clock_map.png
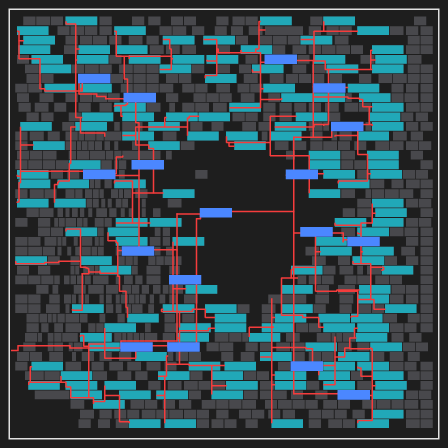
drive_strength.png
Scale bar: 20 microns.
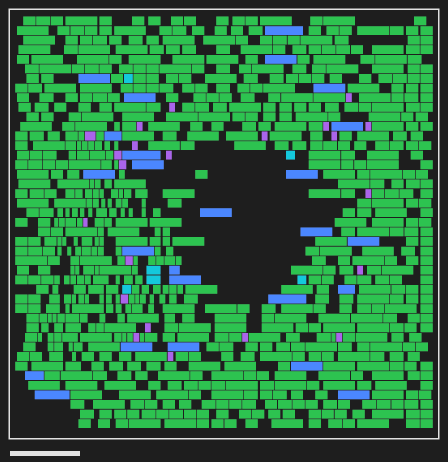
wire_density.png
24 x 24 tiles, from dark blue (low) to red (high), scaled to the fullest tile. Values are wire area over tile area, all layers added.
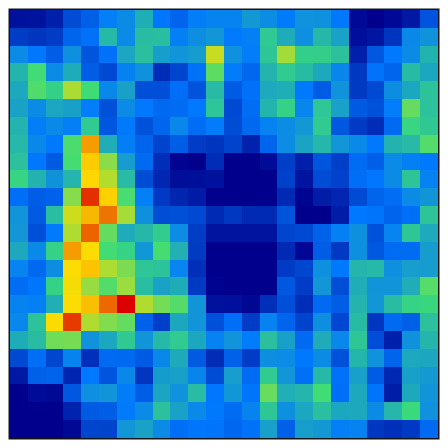
[src/rtl/hlink_tx_pkg.sv]
// Shared definitions for the HLINK transmit side: datapath sizing and FSM state type.
package hlink_tx_pkg;

   localparam int IDATA_WIDTH = 8;
   localparam int MAC_NUM     = 16;

   typedef enum logic [1:0] {
      ST_IDLE  = 2'd0,
      ST_READ  = 2'd1,
      ST_DRAIN = 2'd2,
      ST_DONE  = 2'd3
   } state_t;

endpackage

[src/rtl/hlink_tx.sv]
// HLINK transmit engine: streams a run of activation-cache words into the
// neighbour core's link register. The link has no backpressure, so grant gaps
// from the cache arbiter simply stretch the transfer; data is forwarded two
// cycles after each grant (one cycle cache latency, one output register).
module hlink_tx
   import hlink_tx_pkg::*;
#(
   parameter int CACHE_DATA_WIDTH = MAC_NUM * IDATA_WIDTH,
   parameter int ADDR_WIDTH       = 10,
   parameter int LEN_WIDTH        = 10
) (
   input  logic                        clk,
   input  logic                        rstn,
   input  logic                        cmd_valid,
   output logic                        cmd_ready,
   input  logic [ADDR_WIDTH-1:0]       cmd_addr,
   input  logic [LEN_WIDTH-1:0]        cmd_len,
   input  logic                        abort,
   output logic                        cache_ren,
   output logic [ADDR_WIDTH-1:0]       cache_raddr,
   input  logic                        cache_gnt,
   input  logic [CACHE_DATA_WIDTH-1:0] cache_rdata,
   output logic [CACHE_DATA_WIDTH-1:0] hlink_wdata,
   output logic                        hlink_wen,
   output logic                        busy,
   output logic                        done
);

   state_t                state;
   logic [ADDR_WIDTH-1:0] cur_addr;
   logic [LEN_WIDTH-1:0]  rem;
   logic                  rd_pend;
   logic                  stop;

   // abort only matters once a transfer is underway; it also wins over a grant
   assign stop = abort && (state != ST_IDLE);

   // Sequencer: command capture, address/count stepping, read-pending tracking
   always_ff @(posedge clk or negedge rstn) begin
      if (!rstn) begin
         state    <= ST_IDLE;
         cur_addr <= '0;
         rem      <= '0;
         rd_pend  <= 1'b0;
      end else if (stop) begin
         state    <= ST_IDLE;
         rd_pend  <= 1'b0;
      end else begin
         case (state)
            ST_IDLE: begin
               rd_pend <= 1'b0;
               if (cmd_valid) begin
                  cur_addr <= cmd_addr;
                  rem      <= cmd_len;
                  state    <= (cmd_len == '0) ? ST_DONE : ST_READ;
               end
            end
            ST_READ: begin
               if (cache_gnt) begin
                  cur_addr <= cur_addr + 1'b1;
                  rem      <= rem - 1'b1;
                  rd_pend  <= 1'b1;
                  if (rem == LEN_WIDTH'(1)) state <= ST_DRAIN;
               end else begin
                  rd_pend  <= 1'b0;
               end
            end
            ST_DRAIN: begin
               // final word's data is on cache_rdata now; rd_pend is high this cycle
               rd_pend <= 1'b0;
               state   <= ST_DONE;
            end
            default: begin
               rd_pend <= 1'b0;
               state   <= ST_IDLE;
            end
         endcase
      end
   end

   // Output register: capture returning cache data and strobe the link
   always_ff @(posedge clk or negedge rstn) begin
      if (!rstn) begin
         hlink_wdata <= '0;
         hlink_wen   <= 1'b0;
      end else if (rd_pend && !stop) begin
         hlink_wdata <= cache_rdata;
         hlink_wen   <= 1'b1;
      end else begin
         hlink_wen   <= 1'b0;
      end
   end

   assign cmd_ready   = (state == ST_IDLE);
   assign busy        = (state != ST_IDLE);
   assign cache_ren   = (state == ST_READ) && !abort;
   assign cache_raddr = cur_addr;
   // the DONE cycle always carries the last hlink_wen, so done lines up with it
   assign done        = (state == ST_DONE) && !abort;

endmodule

[config.mk]
export PLATFORM = sky130hd
export DESIGN_NAME = hlink_tx
export DESIGN_NICKNAME = d
export VERILOG_FILES = /design/src/rtl/hlink_tx_pkg.sv /design/src/rtl/hlink_tx.sv
export SDC_FILE = /design/constraint.sdc
export NUM_CORES = 1
export LEC_CHECK = 0
export CAP_MARGIN = 20
export CORE_MARGIN = 1
export CORE_UTILIZATION = 44
export CTS_CLUSTER_SIZE = 40
export DETAILED_ROUTE_END_ITERATION = 8
export GPL_ROUTABILITY_DRIVEN = 1
export GPL_TIMING_DRIVEN = 0
export PLACE_DENSITY = 0.88
export SLEW_MARGIN = 10
export SYNTH_ARGS = -nofsm -noshare
export SYNTH_HDL_FRONTEND = slang
export SYNTH_SLANG_ARGS = --single-unit
[constraint.sdc]
create_clock -name clk -period 3.5 [get_ports clk]
set_input_delay 0.525 -clock clk [delete_from_list [all_inputs] [get_ports clk]]
set_output_delay 0.525 -clock clk [all_outputs]
set_load 0.02 [all_outputs]
==> GITHUB_STEP_SUMMARY <==
### Flow metrics

| Metric | Value |
|---|---|
| Status | `completed` |
| Worst path top cell family by delay | `buffers and inverters` |
| Sequential share of cell area | `37.7%` |
| CP Data Required Time | `2970 ps` |
| Largest area contributor in the synthesized netlist | `dfrtp_1` |
| R2r setup slk | `940 ps` |
| Cell internal pwr | `6.16 mW` |
| Fin crit share | `77.1%` |
| Crit path launch type | `register` |
| Vias | `5042` |
| Synth Net Count | `614` |
| Synth Cell Area | `0.00628 sq mm` |
| Cell Area, Placed | `0.00949 sq mm` |
| Combinational Gates | `274` |
| Leakage | `4.22 nW` |
| Worst Max-Slew Pin Slew | `778 ps` |
| Fin area | `0.0101 sq mm` |
| Post_cts resized | `0` |
| Core area | `0.0139 sq mm` |
| Initial antenna violation count | `0` |
| CP Launch Point | `state[1]` |
| Max Root-Sink Buffers | `2` |
| Reg2reg end | `hlink_wdata[57]` |
| Drt first pass iters | `4` |
| RSZ-0062 raised after global routing | `no` |
| Post-Synth XOR/XNOR Area | `0%` |
| Die width | `121 microns` |
| Comb power frac | `47.9%` |
| Final core utilization | `72.7%` |
| CP Max Fanout | `9` |
| Yosys Instances | `454` |
| Number of diodes | `0` |
| Area fraction in mux cells | `23.6%` |
| Clock tree root buffer cell | `clkbuf_16` |
| FF/Latch Area | `0.00380 sq mm` |
| Antenna Nets Post-Route | `0` |
| Number of port buffers | `295` |
| Post-CTS Setup Bufs | `0` |
| Main logic family after synthesis | `multiplexers` |
| Total Neg Setup Slack | `0 ps` |
| CP Capture Type | `primary output` |
| Worst Path Arrival | `2170 ps` |
| Most common logic cells in the final layout | `clkdlybuf4s50_1, dfrtp_1, mux2_1` |
| Tool Warnings | `30` |
| Final Setup Violations | `0` |
| Dominant flop cell | `dfrtp_1` |
| Fraction of layout cells with a size suffix above 1 | `6.78%` |
| Vias/cell | `5.24` |
| Clk pwr | `1.86 mW` |
| TritonCTS sink count | `152` |
| Number of synthesized flops with an enable pin | `0` |
| Inverters | `7` |
| Achievable Freq | `371 MHz` |
| Comb. pwr | `4.67 mW` |
| Unique cell types | `41` |
| Logic area | `0.00235 sq mm` |
| Simple-Gate Area Share | `8.21%` |
| Warnings from Yosys | `0` |
| Most used logic cell in the final layout | `clkdlybuf4s50_1` |
| Cell Chain, Critical Path | `inv_1 > ha_1 > inv_2 > nor2_1 > clkdlybuf4s50_1` |
| Overall Power | `9.75 mW` |
| Clk pwr share | `19.1%` |
| Routed wire length | `17200 microns` |
| Largest net degree at the start of global routing | `90` |
| Placed cell count | `930` |
| Top cells by area | `dfrtp_1, mux2_1, ha_1, o22ai_1, nor3_1` |
| Max-slew violations | `0` |
| PwrDens | `966 mW/mm^2` |
| WHS | `24.1 ps` |
| Placement Setup Slack | `722 ps` |
| CP bufs+invs | `3` |
| Fp_density | `45.2%` |
| Synth async-reset ratio | `100%` |
| Layout clock area frac | `6.00%` |
| Hpwl dp | `13000 microns` |
| Vias in the first global route | `5268` |
| Chip Area, Yosys | `0.00628 sq mm` |
| CTS tree | `built` |
| Comb/total area | `23.3%` |
| CTS Buf Count | `17` |
| Post-route DRC | `0` |
| Cells after Synth | `454` |
| Max-slew headroom | `48.1%` |
| Final Hold Viols | `0` |
## Picture notes: clock_map.png
legend:
  red:
    item: clock wires
    length: 1710 microns
  cyan:
    item: flip-flops
    count: 152
  blue:
    item: cells driving clock nets
    count: 17
flops lie: all over the die
routed clock nets: 18

## Picture notes: drive_strength.png
legend:
  blue:
    size: drive 6 and up
    cells: 25
  cyan:
    size: drive 3 to 4
    cells: 6
  purple:
    size: drive 2
    cells: 22
  green:
    size: drive 1 or less
    cells: 729

## Picture notes: wire_density.png
emptiest ninth of the die: middle
densest ninth of the die: left middle
tiles over half the peak: 9.7%

-- layer usage --
metal | vias up | track usage (%) | part of all wire [%]
met5 | - | 0 | 0
met4 | 0 | 12.9 | 3.3
met3 | 45 | 7.00 | 8.7
met2 | 274 | 41.3 | 51
met1 | 2454 | 27.2 | 37
li1 | 2269 | - | -
-- how the worst max path moves through the flow --
stage,cells past startpoint,endpoint,slack (ps)
3_5_place_dp,6,hlink_wdata[72],720
2_1_floorplan,7,hlink_wdata[0],1410
5_1_grt,5,cache_ren,710
4_1_cts,5,cache_ren,820
6_report,5,cache_ren,800
3_3_place_gp,1,hlink_wdata[54],-3900
-- flip-flops by register name, indices dropped and copies added, names as in the netlist --
name and cells:
cache_raddr 10, hlink_wdata 128, hlink_wen 1, rd_pend 1
rem 10, state 2
Power and IR drop assume default switching activity.
